`config.mk`:
```
export PLATFORM = sky130hd
export DESIGN_NAME = fphub_sqrt_arbiter
export DESIGN_NICKNAME = d
export VERILOG_FILES = /design/src/rtl/fphub_sqrt_arbiter.sv
export SDC_FILE = /design/constraint.sdc
export NUM_CORES = 1
export LEC_CHECK = 0
export CAP_MARGIN = 10
export CORE_MARGIN = 1.5
export CORE_UTILIZATION = 37
export DETAILED_ROUTE_END_ITERATION = 10
export PLACE_DENSITY = 0.93
export REMOVE_ABC_BUFFERS = 1
export SYNTH_ARGS = -nofsm -noshare
export SYNTH_HDL_FRONTEND = slang
export SYNTH_SLANG_ARGS = --single-unit
```
`constraint.sdc`:
```
create_clock -name clk -period 2.3 [get_ports clk]
set_input_delay 0.345 -clock clk [delete_from_list [all_inputs] [get_ports clk]]
set_output_delay 0.345 -clock clk [all_outputs]
set_load 0.005 [all_outputs]
```
`src/rtl/fphub_sqrt_arbiter.sv`:
```
// ---------------------------------------------------------------------------
// fphub_sqrt_arbiter
//
// Round-robin arbiter and sequencer that shares one iterative FPHUB square
// root unit among NREQ requesters. One operation is in flight at a time:
// the granted operand is latched, the unit is started with a one-cycle
// pulse, the arbiter waits for the unit's finish pulse, and the result is
// returned on a single valid/ready response channel tagged with the index
// of the requester that was served.
//
// Optional feature macro: FPHUB_SQRT_SPECIAL_EN
//   When defined, operands that are zero/denormal (exponent all zeros),
//   negative (sign set, exponent nonzero) or positive infinity/NaN
//   (exponent all ones, sign clear) bypass the unit and are answered
//   directly on the cycle after acceptance.
//   When undefined, every operand goes to the unit.
//
// Parameters
//   NREQ : number of requesters (>= 2)
//   M    : mantissa width
//   E    : exponent width
//   T    : operand MSB index (operands are T+1 bits)
//   IDW  : response id width
//
// Ports
//   clk        : clock
//   rst_l      : asynchronous active-low reset (shared with the sqrt unit)
//   req_valid  : per-requester request
//   req_x      : packed operands, requester i at [i*(T+1) +: T+1]
//   req_ready  : one-hot accept, only ever high while idle
//   rsp_valid  : result valid
//   rsp_ready  : consumer accepts result
//   rsp_id     : index of the served requester
//   rsp_res    : result
//   sq_start   : one-cycle start pulse to the sqrt unit
//   sq_x       : operand to the sqrt unit, held for the whole operation
//   sq_res     : result from the sqrt unit
//   sq_finish  : done pulse from the sqrt unit
//   busy       : high whenever the arbiter is not idle
// ---------------------------------------------------------------------------
module fphub_sqrt_arbiter #(
  parameter  int NREQ = 4,
  parameter  int M    = 23,
  parameter  int E    = 8,
  localparam int T    = M + E,
  localparam int IDW  = $clog2(NREQ)
) (
  input  logic                  clk,
  input  logic                  rst_l,
  input  logic [NREQ-1:0]       req_valid,
  input  logic [NREQ*(T+1)-1:0] req_x,
  output logic [NREQ-1:0]       req_ready,
  output logic                  rsp_valid,
  input  logic                  rsp_ready,
  output logic [IDW-1:0]        rsp_id,
  output logic [T:0]            rsp_res,
  output logic                  sq_start,
  output logic [T:0]            sq_x,
  input  logic [T:0]            sq_res,
  input  logic                  sq_finish,
  output logic                  busy
);

  // Sequencer states
  localparam logic [1:0] S_IDLE  = 2'd0;
  localparam logic [1:0] S_ISSUE = 2'd1;
  localparam logic [1:0] S_WAIT  = 2'd2;
  localparam logic [1:0] S_RESP  = 2'd3;

  logic [1:0]      r_state;
  logic [IDW-1:0]  r_ptr;
  logic [IDW-1:0]  r_gnt;
  logic [T:0]      r_sqX;
  logic [IDW-1:0]  r_rspId;
  logic [T:0]      r_rspRes;

  logic            w_found;
  logic [IDW-1:0]  w_gnt;
  logic            w_accept;
  logic [NREQ-1:0] w_readyVec;
  logic [T:0]      w_gntX;
  logic            w_special;
  logic [T:0]      w_specialRes;

  // Adds an offset to a requester index and wraps it back into 0..NREQ-1.
  // NREQ need not be a power of two, so the wrap is done explicitly rather
  // than by letting the index overflow.
  function automatic logic [IDW-1:0] wrapIdx(input logic [IDW-1:0] base,
                                             input int off);
    int s;
    s = int'(base) + off;
    if (s >= NREQ) s = s - NREQ;
    return IDW'(s);
  endfunction

  // Round-robin search: the first valid requester at or after the pointer,
  // wrapping around. The pointer always sits one past the last requester
  // served, so every pending request is reached within NREQ grants.
  always_comb begin
    w_found = 1'b0;
    w_gnt   = '0;
    for (int k = 0; k < NREQ; k++) begin
      if (!w_found && req_valid[wrapIdx(r_ptr, k)]) begin
        w_found = 1'b1;
        w_gnt   = wrapIdx(r_ptr, k);
      end
    end
  end

  assign w_accept = (r_state == S_IDLE) && w_found;
  assign w_gntX   = req_x[int'(w_gnt)*(T+1) +: T+1];

  // One-hot accept for the winning requester, only while idle.
  always_comb begin
    w_readyVec = '0;
    if (w_accept) w_readyVec[w_gnt] = 1'b1;
  end

  // The accept is masked by reset at the port so a requester never sees a
  // handshake while the arbiter is held in reset.
  assign req_ready = w_readyVec & {NREQ{rst_l}};

`ifdef FPHUB_SQRT_SPECIAL_EN
  // Operand classification for the bypass path. The checks are ordered:
  // a zero exponent wins over the sign, so signed zeros come back
  // unchanged, and only nonzero-exponent negatives become the canonical
  // NaN (sign 0, exponent all ones, quiet bit set).
  always_comb begin
    w_special    = 1'b0;
    w_specialRes = w_gntX;
    if (w_gntX[T-1:M] == '0) begin
      w_special    = 1'b1;
      w_specialRes = w_gntX;
    end else if (w_gntX[T]) begin
      w_special    = 1'b1;
      w_specialRes = {1'b0, {E{1'b1}}, 1'b1, {(M-1){1'b0}}};
    end else if (&w_gntX[T-1:M]) begin
      w_special    = 1'b1;
      w_specialRes = w_gntX;
    end
  end
`else
  // Without the bypass every accepted operand is sent to the unit.
  assign w_special    = 1'b0;
  assign w_specialRes = w_gntX;
`endif

  // Main sequencer. The operand and grant are captured on accept and held
  // until the response handshake; the result and id are captured only in
  // WAIT, so stray finish pulses in any other state leave them untouched.
  // The pointer advances only on the response handshake, so an aborted
  // (reset) transaction never moves it.
  always_ff @(posedge clk or negedge rst_l) begin
    if (!rst_l) begin
      r_state  <= S_IDLE;
      r_ptr    <= '0;
      r_gnt    <= '0;
      r_sqX    <= '0;
      r_rspId  <= '0;
      r_rspRes <= '0;
    end else begin
      case (r_state)
        S_IDLE: begin
          if (w_accept) begin
            r_sqX <= w_gntX;
            r_gnt <= w_gnt;
            if (w_special) begin
              r_rspRes <= w_specialRes;
              r_rspId  <= w_gnt;
              r_state  <= S_RESP;
            end else begin
              r_state  <= S_ISSUE;
            end
          end
        end
        S_ISSUE: begin
          r_state <= S_WAIT;
        end
        S_WAIT: begin
          if (sq_finish) begin
            r_rspRes <= sq_res;
            r_rspId  <= r_gnt;
            r_state  <= S_RESP;
          end
        end
        S_RESP: begin
          if (rsp_ready) begin
            r_ptr   <= wrapIdx(r_gnt, 1);
            r_state <= S_IDLE;
          end
        end
        default: begin
          r_state <= S_IDLE;
        end
      endcase
    end
  end

  // State-decoded outputs: the start pulse is exactly the single ISSUE
  // cycle, and the response is valid for as long as RESP lasts.
  assign sq_start  = (r_state == S_ISSUE);
  assign rsp_valid = (r_state == S_RESP);
  assign busy      = (r_state != S_IDLE);
  assign sq_x      = r_sqX;
  assign rsp_id    = r_rspId;
  assign rsp_res   = r_rspRes;

endmodule

```
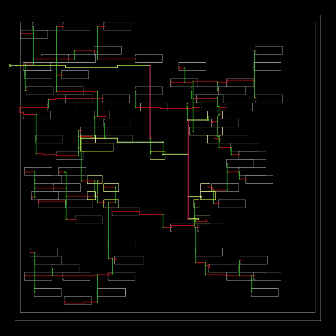
Figure 1: clock nets.
flop count: 72
CTS buffer count: 9

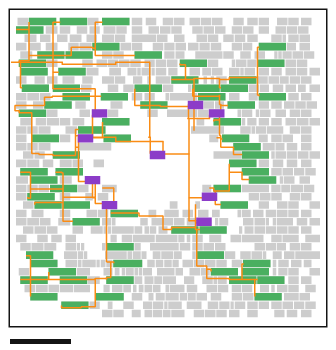
Figure 2: clock distribution.
The bar under the picture is 20 um long.
[clock drivers] purple | count: 9
[flip-flops] green | count: 72
[clock wires] orange | length: 887 um
routed clock nets: 10
flops lie: all over the die

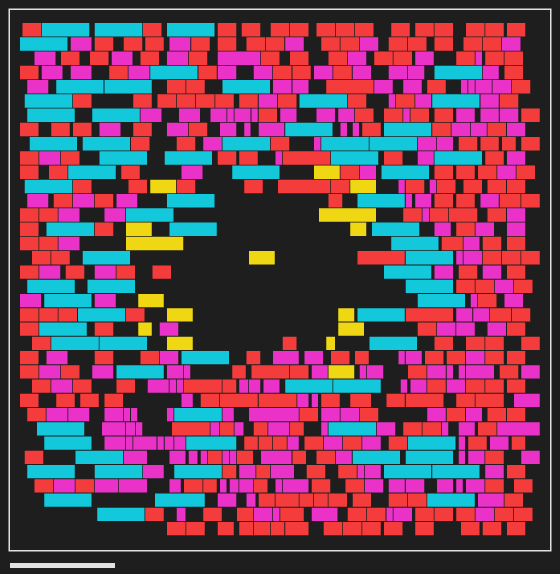
Figure 3: placed cells, one color a class.
The bar under the picture is 20 um long.
| class | color | cells |
|---|---|---|
| remaining buffers and delay cells | red | 280 |
| sequential cells | cyan | 72 |
| combinational and other logic | magenta | 212 |
| clock drivers and dummy loads | yellow | 16 |
Core Rows: 36
post-layout util: 71.4%

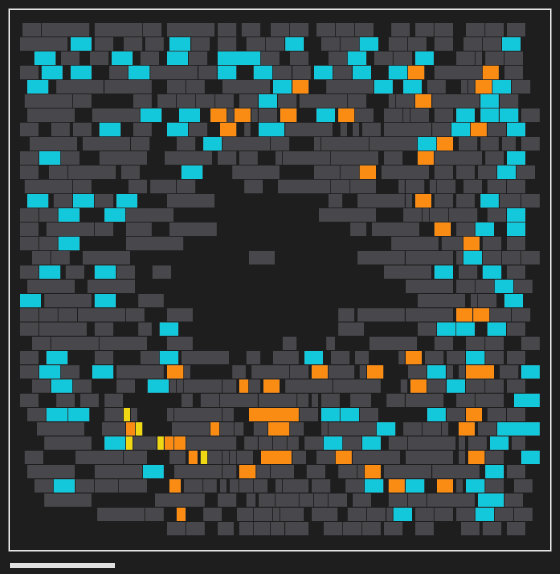
Figure 4: logic cells by family.
The bar under the picture is 20 um long.
| family | color | cells | most used |
|---|---|---|---|
| aoi and oai cells | orange | 45 | o221ai_1 |
| inv cells | yellow | 5 | inv_1 |
| mux cells | cyan | 99 | mux2i_1 |
non-filler cells, final: 713
most numerous logic cell after layout: clkdlybuf4s50_1

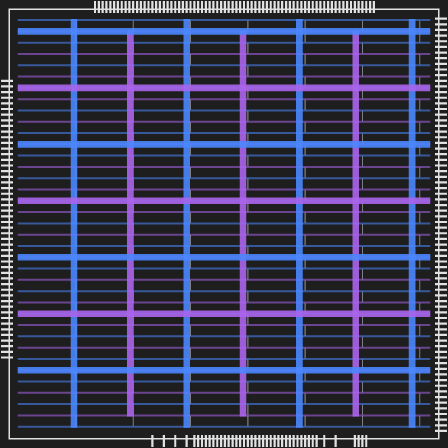
Figure 5: supply network.
Pins as bars on the die edge. Tap cells in gray.
| net | color |
|---|---|
| VSS | blue |
| VDD | purple |
signal pins: 241
tap cells: 133
met1 rails: 37

==> results.cfg <==
; implementation run metrics
[critical_path]
cp-start-kind = register
cp_top_family = buffers and inverters
end_kind = register
reg2reg_from = r_ptr[0]
worst-path-buf-inv = 6
crit_start = r_ptr[0]
cp.arrival_ns = 2.45
critical_path_class = reg -> reg
critPathRequiredTime_ns = 2.47
cpPeakStageDelay_ns = 0.45
crit_chain = nor2b_4, o21ai_2, buf_4, buf_4, buf_4, buf_4, o221ai_4, buf_12, buf_8, mux2i_1, o221ai_1
critPathSlowestCell = dfrtp_2
cp_max_fo = 5
cp_common_cell = buf_4

[synth]
ys.flops = 72
yosys.area_share.simple_pct = 6.15
syn_inst = 304
ys_types = 27
area_leaders = dfrtp_1 49%, mux2i_1 17%, mux2_2 11%
synth_warnings = 0
yosysCellCount = 304
avgSynthCellArea_um2 = 12.2
synth_area_um2 = 3700
synthXorXnorAreaFrac_pct = 0.236
aoi_share_pct = 10.8
topCombFamilyByArea = multiplexers
mux_area_share_pct = 27.9
largest_area_cell = dfrtp_1
ys_area_um2 = 3700
fa_ha_area_share_pct = 1.69
seq_area_frac_synth_pct = 48.6
top_area_share_pct = 48.6

[timing]
final.setup.tns_ns = 0
timing.hold.ws_ns = 0.264
fin_skew_ns = 0.0170
period_used_pct = 99.0
final_max_slew_viol_count = 0
maxSlewHeadroom_pct = 39.9
tightest_slew_ns = 0.901
layout_setup_ws_ns = 0.0225
hold_viol = 0
fin_crit_ns = 2.28
setup_viol_count_final = 0
clock.fmax_mhz = 439

[global_routing]
met1_usage_pct = 23.7
overflow = 0
met2_usage_pct = 42.3
grt_pass1_vias = 3775
grt_max_degree = 73
met3_usage_pct = 6.92
grt.total_usage_pct = 22.6
gr-max-usage-layer = met2
grt_first_pass_wirelength_um = 18200
antenna_found_initial = 0

[die]
design.die.area_um2 = 10600
chipHeight_um = 103
io_pins = 241
coreArea_um2 = 9730
fp-utilization_pct = 38.1
fp.dieW_um = 103

[flow_run]
tool_warnings = 30
drv_cap = 0

[cts]
post_cts_buffers = 4
root_buffer = clkbuf_8
clock_latency_ns = 0.33
ctsResizeCount = 14
clkSinkCount = 72
cts.clk_slew.worst_paths_ns = 0.08
cts_tree = done
htreeDepth = 3
hold_buffers = 0
cts.path.max_buffers = 2

[cells_and_area]
final_cell_area_um2 = 6950
num_antenna_cells = 0
fin_nets = 748
drive_gt1_share_pct = 20.0
mostFrequentLayoutCells = 231 x clkdlybuf4s50_1, 70 x dfrtp_1, 59 x mux2i_1
syn2layout_area_growth_pct = 87.6

[routing]
drc = 0
via_per_inst = 5.10
met1Wirelength_um = 4950
top_layer_used = met4
avgRoutedWirePerCell_um = 18.9
wl_met2_um = 7030
drt_iter0_markers = 66
routed_wl_um = 13500
routed-wl-met3_um = 1130
dr.pass1.iters = 6
antenna_left = 0
vias = 3636

[worst_hold_path]
hold_path.class = in -> async

[place]
hpwl_um = 10000
place_congestion = 0.864
port_buffers = 240
place_ws_ns = -0.337
placed_area_um2 = 6420
place_inst = 686

[pwr]
ir_drop_mv = 0.673
p_seq_share_pct = 29.0
power_leader = combinational logic
power_frac_comb_pct = 56.9
pg_clk_w = 0.00112
power_density_nw_per_um2 = 1150
switching_share_pct = 32.8
pg_comb_w = 0.00454
pg_seq_w = 0.00232
p_clk_share_pct = 14.0
total_power_w = 0.00798
p_switching_w = 0.00261
intPower_w = 0.00536
leakagePower_nw = 3.05

[status]
status = finished clean
[synthesized netlist by cell type]
| master | number |
|---|---|
| o21ai_1 | 1 |
| dfrtp_1 | 72 |
| nor3_1 | 4 |
| ha_1 | 5 |
| a21oi_1 | 4 |
| o221ai_1 | 32 |
| nor2_1 | 4 |
| o32ai_2 | 1 |
| mux2_2 | 35 |
| clkbuf_1 | 3 |
| nand2b_1 | 1 |
| a21boi_1 | 1 |
| inv_1 | 5 |
| buf_2 | 7 |
| nand2_1 | 38 |
| mux2i_1 | 64 |
| a21o_1 | 1 |
| nand2_2 | 2 |
| a31oi_1 | 2 |
| nor2b_1 | 4 |
| nor4_1 | 1 |
| xnor2_1 | 1 |
| o221ai_2 | 1 |
| o21ai_0 | 3 |
| o32a_1 | 2 |
| buf_6 | 8 |
| buf_4 | 2 |
[worst register-to-register path: cells and delay by family, from the launching register on]
kind                   cells  cell delay, ns
AND/OR/NAND/NOR            1            0.16
flip-flops                 1            0.45
AND-OR/OR-AND              3            0.40
multiplexers               1            0.27
buffers and inverters      6            0.83
[path summary, 6_finish.rpt]
path                             to  slack (ns)  cells past startpoint
setup / recovery           sq_x[21]        0.02                     11
hold / removal             sq_x[17]        0.26                      2
setup reg to reg           sq_x[21]        0.02                     11
hold reg to reg            sq_x[19]        0.50                      2
max in group asynchronous  r_ptr[0]        1.42                      2
min in group clk           sq_x[19]        0.50                      2
[layout make-up]
class,count,area (um^2)
Clock inverter,6,90.1
Clock buffer,10,138
Timing Repair Buffer,280,2900
Sequential cell,72,1800
Inverter,5,18.8
Fill cell,675,2780
Tap cell,133,166
Multi-Input combinational cell,207,1840
